$ cat config.mk
export PLATFORM = sky130hd
export DESIGN_NAME = traffic_ctrl_param
export DESIGN_NICKNAME = d
export VERILOG_FILES = /design/src/rtl/traffic_pkg.sv /design/src/rtl/sec_tick_gen.sv /design/src/rtl/traffic_ctrl_param.sv
export SDC_FILE = /design/constraint.sdc
export NUM_CORES = 1
export LEC_CHECK = 0
export ABC_AREA = 1
export ABC_CLOCK_PERIOD_IN_PS = 3300
export CAP_MARGIN = 20
export CORE_MARGIN = 2
export CORE_UTILIZATION = 58
export DETAILED_ROUTE_END_ITERATION = 12
export PLACE_DENSITY_LB_ADDON = 0.3
export REMOVE_ABC_BUFFERS = 1
export SLEW_MARGIN = 20
export SYNTH_ARGS = -nofsm -noshare
export SYNTH_HDL_FRONTEND = slang
export SYNTH_SLANG_ARGS = --single-unit
$ cat constraint.sdc
create_clock -name Clk -period 3.3 [get_ports Clk]
set_clock_uncertainty 0.1 [all_clocks]
set_input_delay 0.66 -clock Clk [delete_from_list [all_inputs] [get_ports Clk]]
set_output_delay 0.66 -clock Clk [all_outputs]
set_load 0.05 [all_outputs]
$ cat src/rtl/traffic_pkg.sv
// -----------------------------------------------------------------------------
// traffic_pkg
// Shared definitions for the parametrised two-road traffic controller:
//   - FSM state encodings (3-bit, legacy-compatible constants)
//   - lamp-pattern record and per-state lamp constants
//   - lamp_decode(): state/blink -> lamp pattern
// -----------------------------------------------------------------------------
package traffic_pkg;

    localparam logic [2:0] ST_AR_A  = 3'd0;  // all-red guard before road 2 green
    localparam logic [2:0] ST_R1G2  = 3'd1;
    localparam logic [2:0] ST_R1Y2  = 3'd2;
    localparam logic [2:0] ST_AR_B  = 3'd3;  // all-red guard before road 1 green
    localparam logic [2:0] ST_G1R2  = 3'd4;
    localparam logic [2:0] ST_Y1R2  = 3'd5;
    localparam logic [2:0] ST_NIGHT = 3'd6;

    typedef struct packed {
        logic r1;
        logic y1;
        logic g1;
        logic r2;
        logic y2;
        logic g2;
    } lamps_t;

    localparam lamps_t LAMP_ALL_RED = lamps_t'(6'b100_100);
    localparam lamps_t LAMP_R1G2    = lamps_t'(6'b100_001);
    localparam lamps_t LAMP_R1Y2    = lamps_t'(6'b100_010);
    localparam lamps_t LAMP_G1R2    = lamps_t'(6'b001_100);
    localparam lamps_t LAMP_Y1R2    = lamps_t'(6'b010_100);

    // Unknown encodings fall back to all-red, the safe aspect.
    function automatic lamps_t lamp_decode(input logic [2:0] st, input logic blink);
        lamps_t l;
        case (st)
            ST_AR_A:  l = LAMP_ALL_RED;
            ST_R1G2:  l = LAMP_R1G2;
            ST_R1Y2:  l = LAMP_R1Y2;
            ST_AR_B:  l = LAMP_ALL_RED;
            ST_G1R2:  l = LAMP_G1R2;
            ST_Y1R2:  l = LAMP_Y1R2;
            ST_NIGHT: l = lamps_t'({1'b0, blink, 1'b0, 1'b0, blink, 1'b0});
            default:  l = LAMP_ALL_RED;
        endcase
        return l;
    endfunction

endpackage

$ cat src/rtl/sec_tick_gen.sv
// -----------------------------------------------------------------------------
// sec_tick_gen
// Free-running divider 0..CLK_DIV-1 producing a registered one-cycle pulse
// while the divider sits at CLK_DIV-1, so consumers sampling sec_tick act on
// the same edge where the divider wraps to 0.
// Ports:
//   Clk      in  system clock, rising edge
//   Rst_n    in  asynchronous active-low reset
//   clr      in  synchronous clear of divider and pulse
//   sec_tick out one-cycle pulse per CLK_DIV clocks
// -----------------------------------------------------------------------------
module sec_tick_gen #(
    parameter int CLK_DIV = 1000
) (
    input  logic Clk,
    input  logic Rst_n,
    input  logic clr,
    output logic sec_tick
);

    localparam int DIV_W = (CLK_DIV > 2) ? $clog2(CLK_DIV) : 1;
    localparam logic [DIV_W-1:0] DIV_LAST = DIV_W'(CLK_DIV - 1);

    logic [DIV_W-1:0] div_r;
    logic [DIV_W-1:0] div_nxt_s;
    logic             tick_r;

    // Next divider value with wrap at CLK_DIV-1.
    always_comb begin
        div_nxt_s = {DIV_W{1'b0}};
        if (div_r == DIV_LAST) begin
            div_nxt_s = {DIV_W{1'b0}};
        end else begin
            div_nxt_s = div_r + DIV_W'(1);
        end
    end

    // Divider and tick registers; tick is high while div_r == CLK_DIV-1.
    always_ff @(posedge Clk or negedge Rst_n) begin
        if (!Rst_n) begin
            div_r  <= {DIV_W{1'b0}};
            tick_r <= 1'b0;
        end else if (clr) begin
            div_r  <= {DIV_W{1'b0}};
            tick_r <= 1'b0;
        end else begin
            div_r  <= div_nxt_s;
            tick_r <= (div_nxt_s == DIV_LAST);
        end
    end

    assign sec_tick = tick_r;

endmodule

$ cat src/rtl/traffic_ctrl_param.sv
// -----------------------------------------------------------------------------
// traffic_ctrl_param
// Two-road traffic-light controller with parametrised phase durations, guard
// all-red phases, per-phase remaining-seconds countdown, night flashing-yellow
// mode and an optional pedestrian request.
// Optional feature macro: TRAFFIC_PED_REQ_EN (pedestrian request shortens the
// current green). Without it ped_req is accepted but ignored.
// Ports:
//   Clk, Rst_n             clock (rising) and asynchronous active-low reset
//   en                     run enable; 0 holds all-red and restarts the ring
//   night                  night flashing-yellow request (level)
//   ped_req                pedestrian request (level-sampled)
//   R1,Y1,G1 / R2,Y2,G2    lamp drives, decoded from the state register
//   remain                 seconds left in phase minus one (registered)
//   sec_tick               one-cycle pulse per second (registered)
// -----------------------------------------------------------------------------
module traffic_ctrl_param
    import traffic_pkg::*;
#(
    parameter int CLK_DIV   = 1000,
    parameter int GREEN1_S  = 55,
    parameter int GREEN2_S  = 55,
    parameter int YELLOW_S  = 5,
    parameter int ALLRED_S  = 1,
    parameter int PED_MIN_S = 5,
    parameter int CNT_W     = 8
) (
    input  logic             Clk,
    input  logic             Rst_n,
    input  logic             en,
    input  logic             night,
    input  logic             ped_req,
    output logic             R1,
    output logic             Y1,
    output logic             G1,
    output logic             R2,
    output logic             Y2,
    output logic             G2,
    output logic [CNT_W-1:0] remain,
    output logic             sec_tick
);

    localparam logic [CNT_W-1:0] LD_ALLRED = CNT_W'(ALLRED_S - 1);
    localparam logic [CNT_W-1:0] LD_GREEN1 = CNT_W'(GREEN1_S - 1);
    localparam logic [CNT_W-1:0] LD_GREEN2 = CNT_W'(GREEN2_S - 1);
    localparam logic [CNT_W-1:0] LD_YELLOW = CNT_W'(YELLOW_S - 1);
    localparam logic [CNT_W-1:0] LD_PED    = CNT_W'(PED_MIN_S - 1);
    localparam logic [CNT_W-1:0] CNT_ZERO  = {CNT_W{1'b0}};

    logic [2:0]       state_r;
    logic [2:0]       state_nxt_s;
    logic [CNT_W-1:0] remain_r;
    logic [CNT_W-1:0] remain_nxt_s;
    logic             blink_r;
    logic             blink_nxt_s;
    logic             clr_s;
    logic             ped_cut_s;
    lamps_t           lamps_s;

    function automatic logic [2:0] ring_next(input logic [2:0] st);
        logic [2:0] n;
        case (st)
            ST_AR_A: n = ST_R1G2;
            ST_R1G2: n = ST_R1Y2;
            ST_R1Y2: n = ST_AR_B;
            ST_AR_B: n = ST_G1R2;
            ST_G1R2: n = ST_Y1R2;
            ST_Y1R2: n = ST_AR_A;
            default: n = ST_AR_A;
        endcase
        return n;
    endfunction

    function automatic logic [CNT_W-1:0] phase_load(input logic [2:0] st);
        logic [CNT_W-1:0] v;
        case (st)
            ST_AR_A: v = LD_ALLRED;
            ST_R1G2: v = LD_GREEN2;
            ST_R1Y2: v = LD_YELLOW;
            ST_AR_B: v = LD_ALLRED;
            ST_G1R2: v = LD_GREEN1;
            ST_Y1R2: v = LD_YELLOW;
            default: v = LD_ALLRED;
        endcase
        return v;
    endfunction

    sec_tick_gen #(
        .CLK_DIV (CLK_DIV)
    ) u_sec_tick_gen (
        .Clk      (Clk),
        .Rst_n    (Rst_n),
        .clr      (clr_s),
        .sec_tick (sec_tick)
    );

    // Next-state logic in priority order: en, night, night exit, ped, tick.
    always_comb begin
        state_nxt_s  = state_r;
        remain_nxt_s = remain_r;
        blink_nxt_s  = blink_r;
        clr_s        = 1'b0;
        if (!en) begin
            state_nxt_s  = ST_AR_A;
            remain_nxt_s = LD_ALLRED;
            blink_nxt_s  = 1'b0;
            clr_s        = 1'b1;
        end else if (night) begin
            state_nxt_s  = ST_NIGHT;
            remain_nxt_s = CNT_ZERO;
            if (state_r != ST_NIGHT) begin
                blink_nxt_s = 1'b1;
            end else if (sec_tick) begin
                blink_nxt_s = ~blink_r;
            end else begin
                blink_nxt_s = blink_r;
            end
        end else if (state_r == ST_NIGHT) begin
            // Leaving night restarts a full second in the guard all-red.
            state_nxt_s  = ST_AR_A;
            remain_nxt_s = LD_ALLRED;
            blink_nxt_s  = 1'b0;
            clr_s        = 1'b1;
        end else if (ped_cut_s) begin
            remain_nxt_s = LD_PED;
        end else if (sec_tick) begin
            if (remain_r == CNT_ZERO) begin
                state_nxt_s  = ring_next(state_r);
                remain_nxt_s = phase_load(ring_next(state_r));
            end else begin
                remain_nxt_s = remain_r - CNT_W'(1);
            end
        end else begin
            state_nxt_s  = state_r;
            remain_nxt_s = remain_r;
        end
    end

    // Phase state, countdown and night blink registers.
    always_ff @(posedge Clk or negedge Rst_n) begin
        if (!Rst_n) begin
            state_r  <= ST_AR_A;
            remain_r <= LD_ALLRED;
            blink_r  <= 1'b0;
        end else begin
            state_r  <= state_nxt_s;
            remain_r <= remain_nxt_s;
            blink_r  <= blink_nxt_s;
        end
    end

`ifdef TRAFFIC_PED_REQ_EN
    logic ped_r;
    logic ped_pend_s;
    logic ped_clr_s;

    // A request acts on the edge that samples it as well as while latched.
    assign ped_pend_s = ped_r | ped_req;
    assign ped_cut_s  = ped_pend_s &&
                        ((state_r == ST_R1G2) || (state_r == ST_G1R2)) &&
                        (remain_r > LD_PED);
    // Clear on entering a yellow (request served) or on night / disable.
    assign ped_clr_s  = !en || (state_nxt_s == ST_NIGHT) ||
                        (((state_nxt_s == ST_R1Y2) || (state_nxt_s == ST_Y1R2)) &&
                         (state_nxt_s != state_r));

    // Pedestrian request latch.
    always_ff @(posedge Clk or negedge Rst_n) begin
        if (!Rst_n) begin
            ped_r <= 1'b0;
        end else if (ped_clr_s) begin
            ped_r <= 1'b0;
        end else if (ped_req) begin
            ped_r <= 1'b1;
        end else begin
            ped_r <= ped_r;
        end
    end
`else
    logic unused_ped_s;
    assign unused_ped_s = ped_req;
    assign ped_cut_s    = 1'b0;
`endif

    assign lamps_s = lamp_decode(state_r, blink_r);
    assign R1      = lamps_s.r1;
    assign Y1      = lamps_s.y1;
    assign G1      = lamps_s.g1;
    assign R2      = lamps_s.r2;
    assign Y2      = lamps_s.y2;
    assign G2      = lamps_s.g2;
    assign remain  = remain_r;

endmodule

Run 1, placement view:
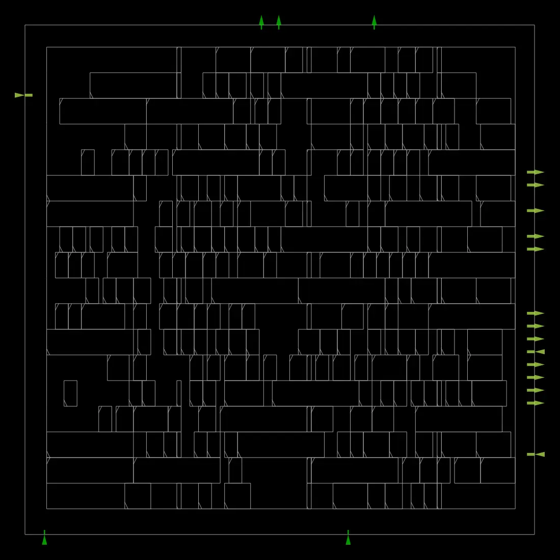
seq_cells: 23
sequential cell area share: 33.8%
core area: 2430 sq um
FP Rows: 18

Run 1, wiring by layer:
Scale bar: 20 microns. Two of the layers only.
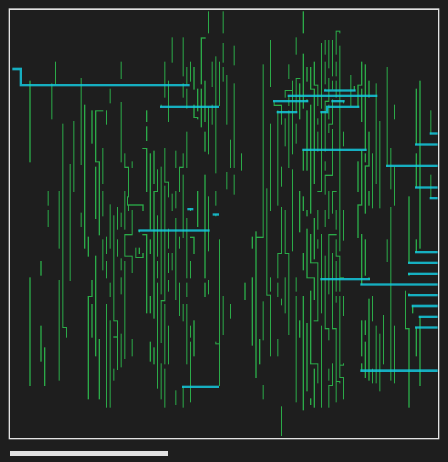
layer	colour	wire length
M2	green	1,600 microns
M3	cyan	138 microns
WL/cell: 11.8 microns
via count: 1,416
GR Util All Layers: 24.5%

==> notes.md, run 1 <==
run results: status completed, Pwr Density 378 nW/um^2, Register Area 576 sq um, reg2reg path depth 8, die width 54.0 microns, yosys warning tally 0, Hold Path Sink remain[6]$_DFFE_PN0P_, internal power 0.407 mW, count of cell types in the netlist 25, Post CTS Setup Buffer Count 0, largest net degree at the start of global routing 24, R2R setup slack 1.55 ns, Final Max Tran Viols 0, FP Core Util 59.7%, Max-area cell share 39.7%, worst-margin pin slew 0.503 ns, unrepaired setup endpoints after global routing false, DR pass1 iterations 4, area fraction in xor and xnor cells 0.603%, Worst Setup End Kind output port, Largest Register u_sec_tick_gen.div_r, switch share 36.8%, first-pass GRT wire length 5100 microns, final core occ 70.0%, Die Height 54.0 microns, DP Wirelength 2460 microns, ClkCell Share 1.54%, combinational fraction of design power 29.6%, CLK BUF 4, GR Layer Usage met1 29.1%, Chip Area, Yosys 1450 sq um, Mapped Area 1450 sq um, WP depth 5, final cell count without fillers 266, Synth Instances 213, most frequent cells in the layout 59 x nand2_1, 31 x inv_1, 29 x nor2_1, 23 x nand3_1, 23 x dfrtp_1, Inserted Diodes 0, CTS tree yes, root buffer cell clkbuf_4, crit share post-route 85.0%, IO Port Bufs 18, Worst Path Buf+Inv 3, Final setup viols 0, Placer Congestion 0.925, total congestion overflow 0, DRC violations left 0, Max H-tree Level 1, min Tclk post-route 2.81 ns, crit path cell chain inv_1 -> nand3_1 -> inv_1 -> nor2_1 -> clkdlybuf4s50_1, design area 1700 sq um, hold wc startpoint remain[6]$_DFFE_PN0P_, Hold Crit Class reg -> reg, #MultiIn Comb 157, sequential power share 49.7%, Mux cell area share 0%, remaining antenna violation count 0, Setup crit end R2, Seq power 0.320 mW, Initial DRC Count 28, worst vdd ir 0.321 mV, slowest cell on the critical path clkdlybuf4s50_1, critical path class reg -> out, delay-heaviest family, CP buffers and inverters, clk sinks 23, number of flip-flops in the largest register 10, max-cap viol count 0, syn avg cell area 6.81 sq um, Clock Tree Buf Depth 2, net switching power 0.237 mW, Non-clock buffer share 11.0%, largest class logic gates, nets 245, Pwr Total 0.644 mW, met2 Use GR 43.5%, CP startpoint state_r[2]$_DFFE_PN0P_, Main area contributors dfrtp_1 40%, nand2_1 15%, inv_1 8.0%, Non-clk bufs 19, vias in the first global route 1,210, clk_lat worst skew 0.32 ns, Post-Synth Simple-Gate Area 40.1%, Critical Path AT 2.05 ns, Synth flops 23, area growth from synthesis to layout 17.3%, Adder Area Share 2.59%, reg-to-reg startpoint u_sec_tick_gen.div_r[0]$_DFF_PN0_, final worst slack 0.494 ns, Async S/R FF share, synth 100%, ys cells 213, placed insts 262, Commonest flop dfrtp_1, met2 wire len 1600 microns, hold depth 1, number of enable flip-flop cells 0, Via-to-Cell Ratio 5.32, yosys aoi share 8.53%, Hold Worst Slack 0.391 ns, pre-CTS setup slack 0.866 ns, Hold Vio Cnt, Final 0, CP max FO 7, Post-CTS Resized 0, tap cells 30, Clk pwr share 20.7%, number of non-clock inverters 33, most frequent cell after synthesis nand2_1
Run 1, wiring heat map:
Scale bar: 20 microns. 11 x 11 tiles, from black (low) to pale yellow (high), scaled to the fullest tile. Values are wire area over tile area, all layers added.
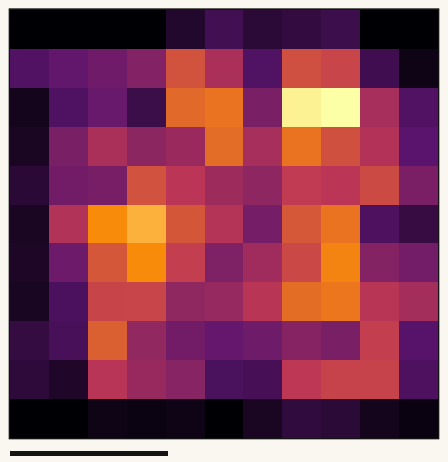
nearly empty tiles	7.4%
mean over tiles	0.17
tiles over half the peak	26%
emptiest ninth of the die	upper left
fullest tile	0.50
routed wire length: 3140 microns

--- run 2 (diff from run 1) ---
Settings changed: GPL_TIMING_DRIVEN set to 0.
Run 2, placement view:
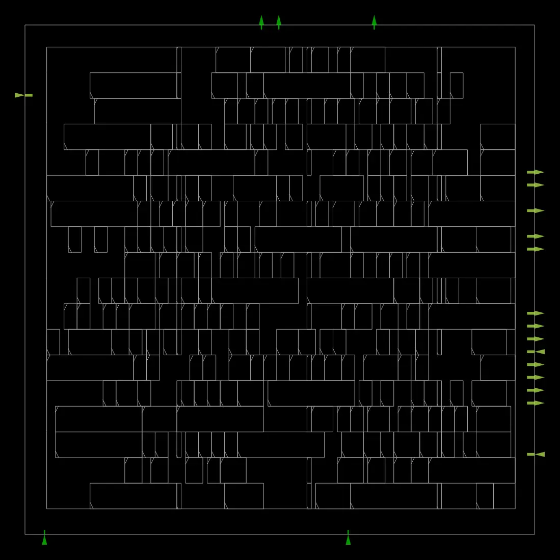
Filler Cell Count: 219
tap cells: 30
final core occ: 69.5%
sequential cell area share: 34.0%

==> run 2 against run 1 <==
  * Combinational power hardly changed
  * Sequential power barely moved
  * Routed wire length is 3.4% higher
  * Sequential share of layout area grew 0.22 points
  * Clock-buffer cell count decreased by 1
  * Hold slack worse by 0.21 ns
  * Non-clock buffer count is 1 lower
  * Clock power is essentially flat
  * Core utilization is 0.46 points lower
  * Critical path type unchanged
  * Highest routed layer unchanged
==> notes.md, run 2 <==
run results: Mux cell area share 0% (unchanged), Post-Synth Simple-Gate Area 40.1% (unchanged), min Tclk post-route 2.83 ns (+0.0192 ns), sequential area share after synthesis 39.7%, Mapped Area 1450 sq um (unchanged), first-pass GRT wire length 5420 microns (+6.4%), yosys aoi share 8.53% (unchanged), Non-clock buffer share 10.4% (-0.67 points), max-cap viol count 0 (unchanged), Setup crit end Y1, ys cells 213 (unchanged), CLK BUF 3 (-1), Final Max Tran Viols 0 (unchanged), Hold Vio Cnt, Final 0 (unchanged), count of cell types in the netlist 25 (unchanged), ClkCell Share 1.63% (+0.084 points), most frequent cell after synthesis nand2_1, reg2reg path depth 8 (unchanged), placed cell areas 1670 sq um, Max power group registers, Synth flops 23 (unchanged), Pwr Density 383 nW/um^2 (+1.2%), Worst Setup End Kind output port, Via-to-Cell Ratio 5.40 (+1.4%), DRC violations left 0 (unchanged), Comb area share 44.5%, final cell count without fillers 265 (-0.38%), comb area leader simple AND/OR/NAND/NOR gates, R2R setup slack 1.57 ns (+0.02 ns), number of flip-flops in the largest register 10 (unchanged), Pwr Total 0.648 mW (+0.55%), core area 2430 sq um (unchanged), GR Util All Layers 26.1% (+1.5 points), largest net degree at the start of global routing 24 (unchanged), die width 54.0 microns (unchanged), internal power 0.404 mW (-0.77%), Chip Area, Yosys 1450 sq um (unchanged), global routing's busiest layer met2, chip area 2920 sq um, root buffer cell clkbuf_4, number of enable flip-flop cells 0 (unchanged), placed insts 261 (-0.38%), clk sinks 23 (unchanged), syn avg cell area 6.81 sq um (unchanged), unrepaired setup endpoints after global routing false, Synth Instances 213 (unchanged), WP depth 3 (-2), Hold Worst Slack 0.184 ns (-0.206 ns), FP Core Util 59.7% (unchanged), Critical Path AT 2.07 ns (+0.02 ns), clk_lat worst skew 0.32 ns (about the same), Clock Tree Buf Depth 2 (unchanged), total congestion overflow 0 (unchanged), crit path cell chain inv_2 -> o31ai_1 -> clkdlybuf4s50_1, final worst slack 0.475 ns (-0.0192 ns), Async S/R FF share, synth 100% (unchanged), met2 wire len 1650 microns (+3.0%), switch share 37.7% (+0.83 points), area growth from synthesis to layout 16.6%, seq_cells 23 (unchanged), Post CTS Setup Buffer Count 0 (unchanged), #MultiIn Comb 157 (unchanged), delay-heaviest family, CP buffers and inverters, Post-CTS Resized 0 (unchanged), Final setup viols 0 (unchanged), FP Rows 18 (unchanged), area fraction in xor and xnor cells 0.603% (unchanged), IO Port Bufs 18 (unchanged), Adder Area Share 2.59% (unchanged), Max H-tree Level 1 (unchanged), met2 Use GR 47.0% (+3.5 points), Largest Register u_sec_tick_gen.div_r, sequential power share 49.5% (-0.2 points), routed wire length 3250 microns (+3.4%), via count 1,431 (+1.1%), Main area contributors dfrtp_1 40%, nand2_1 15%, inv_1 8.0%, Initial DRC Count 40 (+43%), DR pass1 iterations 4 (unchanged), most frequent cells in the layout 59 x nand2_1, 31 x inv_1, 29 x nor2_1, 23 x nand3_1, 23 x dfrtp_1, largest class logic gates, net switching power 0.244 mW (+2.8%), hold buffer count at cts 0, status completed, Max-area cell share 39.7% (unchanged), CP max FO 6 (-1), number of non-clock inverters 33 (unchanged), Register Area 576 sq um (unchanged), Seq power 0.321 mW (about the same), Commonest flop dfrtp_1, slowest cell on the critical path clkdlybuf4s50_1, Clk pwr share 21.1% (+0.4 points), Die Height 54.0 microns (unchanged), WL/cell 12.3 microns (+3.8%), remaining antenna violation count 0 (unchanged), GR Layer Usage met1 29.8% (+0.77 points), combinational fraction of design power 29.4% (-0.2 points), Non-clk bufs 18 (-1), nets 244 (-0.41%), worst vdd ir 0.289 mV (-9.9%), reg-to-reg startpoint u_sec_tick_gen.div_r[0]$_DFF_PN0_, Worst Path Buf+Inv 2 (-1), DP Wirelength 2530 microns (+3.1%), CP startpoint state_r[0]$_DFFE_PN0P_, CTS tree yes, vias in the first global route 1,307 (+8.0%), yosys warning tally 0 (unchanged), worst-margin pin slew 0.515 ns (+0.0114 ns), Hold Crit Class in -> async, Fmax 354 MHz, crit share post-route 85.6% (+0.58 points), Inserted Diodes 0 (unchanged), critical path class reg -> out
Run 2, placed cells, one colour a class:
Fill, decap, tap and diode cells in grey.
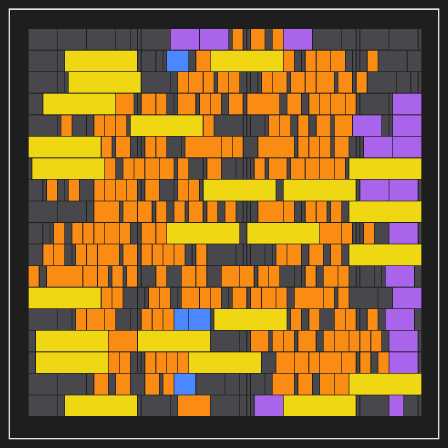
class	colour	cells	share of their area
remaining buffers and delay cells	purple	18	11%
registers	yellow	23	35%
remaining logic cells	orange	190	53%
clock drivers and dummy loads	blue	4	1.7%
design area: 1690 sq um

--- run 3 (diff from run 2) ---
Settings changed: SLEW_MARGIN 20 to 5.
Run 3, wiring by layer:
Scale bar: 20 microns. Two of the layers only.
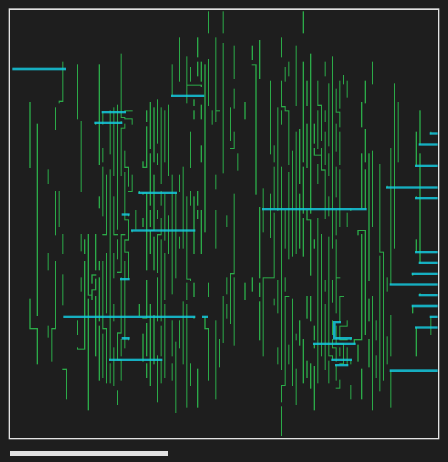
layer	colour	wire length
M2	green	1,670 microns
M3	cyan	122 microns
via count: 1,435
GR Util All Layers: 26.1%
WL/cell: 12.3 microns
routed wire length: 3280 microns

==> run 3 against run 2 <==
  * Routed wire length grew 0.74%
  * Area after synthesis is the same
  * Hold slack gained 0.24 ns
  * Clock-buffer cell count is the same
  * Die area is the same
  * Sequential share of layout area shrank 0.40 points
  * Maximum frequency shrank 0.23%
  * Total power grew 0.60%
  * Critical path type unchanged
  * Critical endpoint unchanged
  * Highest routed layer unchanged
==> notes.md, run 3 <==
run results: status completed, Hold Vio Cnt, Final 0 (unchanged), final cell count without fillers 266 (+0.38%), CTS tree yes, Final Max Tran Viols 0 (unchanged), worst-margin pin slew 0.501 ns (-0.0135 ns), DR pass1 iterations 4 (unchanged), DP Wirelength 2530 microns (unchanged), Setup crit end Y1, reg2reg path depth 8 (unchanged), largest class logic gates, Synth Instances 213 (unchanged), Adder Area Share 2.59% (unchanged), GR Layer Usage met1 29.8% (unchanged), min Tclk post-route 2.83 ns (+0.00647 ns), FP Core Util 59.7% (unchanged), nets 245 (+0.41%), Clock Tree Buf Depth 2 (unchanged), Final setup viols 0 (unchanged), Mux cell area share 0% (unchanged), seq_cells 23 (unchanged), number of flip-flops in the largest register 10 (unchanged), number of enable flip-flop cells 0 (unchanged), die width 54.0 microns (unchanged), Max H-tree Level 1 (unchanged), Initial DRC Count 42 (+5.0%), area growth from synthesis to layout 17.9%, Main area contributors dfrtp_1 40%, nand2_1 15%, inv_1 8.0%, largest net degree at the start of global routing 24 (unchanged), Post-Synth Simple-Gate Area 40.1% (unchanged), switch share 37.7% (about the same), remaining antenna violation count 0 (unchanged), IO Port Bufs 18 (unchanged), sequential area share after synthesis 39.7% (unchanged), worst vdd ir 0.288 mV (-0.39%), design area 1710 sq um (+1.2%), Seq power 0.321 mW (about the same), Mapped Area 1450 sq um (unchanged), root buffer cell clkbuf_4, max-cap viol count 0 (unchanged), R2R setup slack 1.56 ns (about the same), placed cell areas 1670 sq um (unchanged), delay-heaviest family, CP buffers and inverters, syn avg cell area 6.81 sq um (unchanged), #MultiIn Comb 157 (unchanged), clk sinks 23 (unchanged), internal power 0.406 mW (+0.56%), slowest cell on the critical path clkdlybuf4s50_1, DRC violations left 0 (unchanged), FP Rows 18 (unchanged), Async S/R FF share, synth 100% (unchanged), ClkCell Share 1.61% (-0.019 points), placed insts 261 (unchanged), Hold Crit Class reg -> reg, Worst Path Buf+Inv 2 (unchanged), Chip Area, Yosys 1450 sq um (unchanged), Post-CTS Resized 0 (unchanged), chip area 2920 sq um (unchanged), met2 Use GR 47.0% (unchanged), Non-clk bufs 19 (+1), count of cell types in the netlist 25 (unchanged), reg-to-reg startpoint u_sec_tick_gen.div_r[0]$_DFF_PN0_, crit share post-route 85.8% (+0.20 points), Hold Worst Slack 0.423 ns (+0.239 ns), Clk pwr share 21.1% (about the same), net switching power 0.246 mW (+0.68%), hold buffer count at cts 0 (unchanged), Inserted Diodes 0 (unchanged), sequential power share 49.3% (-0.2 points), core area 2430 sq um (unchanged), ys cells 213 (unchanged), Pwr Density 381 nW/um^2 (-0.57%), Max power group registers, WP depth 3 (unchanged), final core occ 70.4% (+0.82 points), unrepaired setup endpoints after global routing false, number of non-clock inverters 33 (unchanged), yosys warning tally 0 (unchanged), critical path class reg -> out, Critical Path AT 2.07 ns (about the same), Largest Register u_sec_tick_gen.div_r, Commonest flop dfrtp_1, first-pass GRT wire length 5420 microns (unchanged), sequential cell area share 33.6% (-0.40 points)
Run 3, wiring heat map:
Scale bar: 20 microns. 11 x 11 tiles, from black (low) to pale yellow (high), scaled to the fullest tile. Values are wire area over tile area, all layers added.
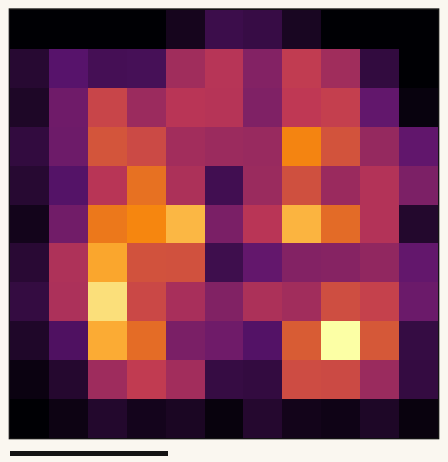
fullest tile	0.53
mean over tiles	0.18
nearly empty tiles	7.4%
tiles over half the peak	25%
emptiest ninth of the die	upper left

Power and IR drop assume default switching activity.
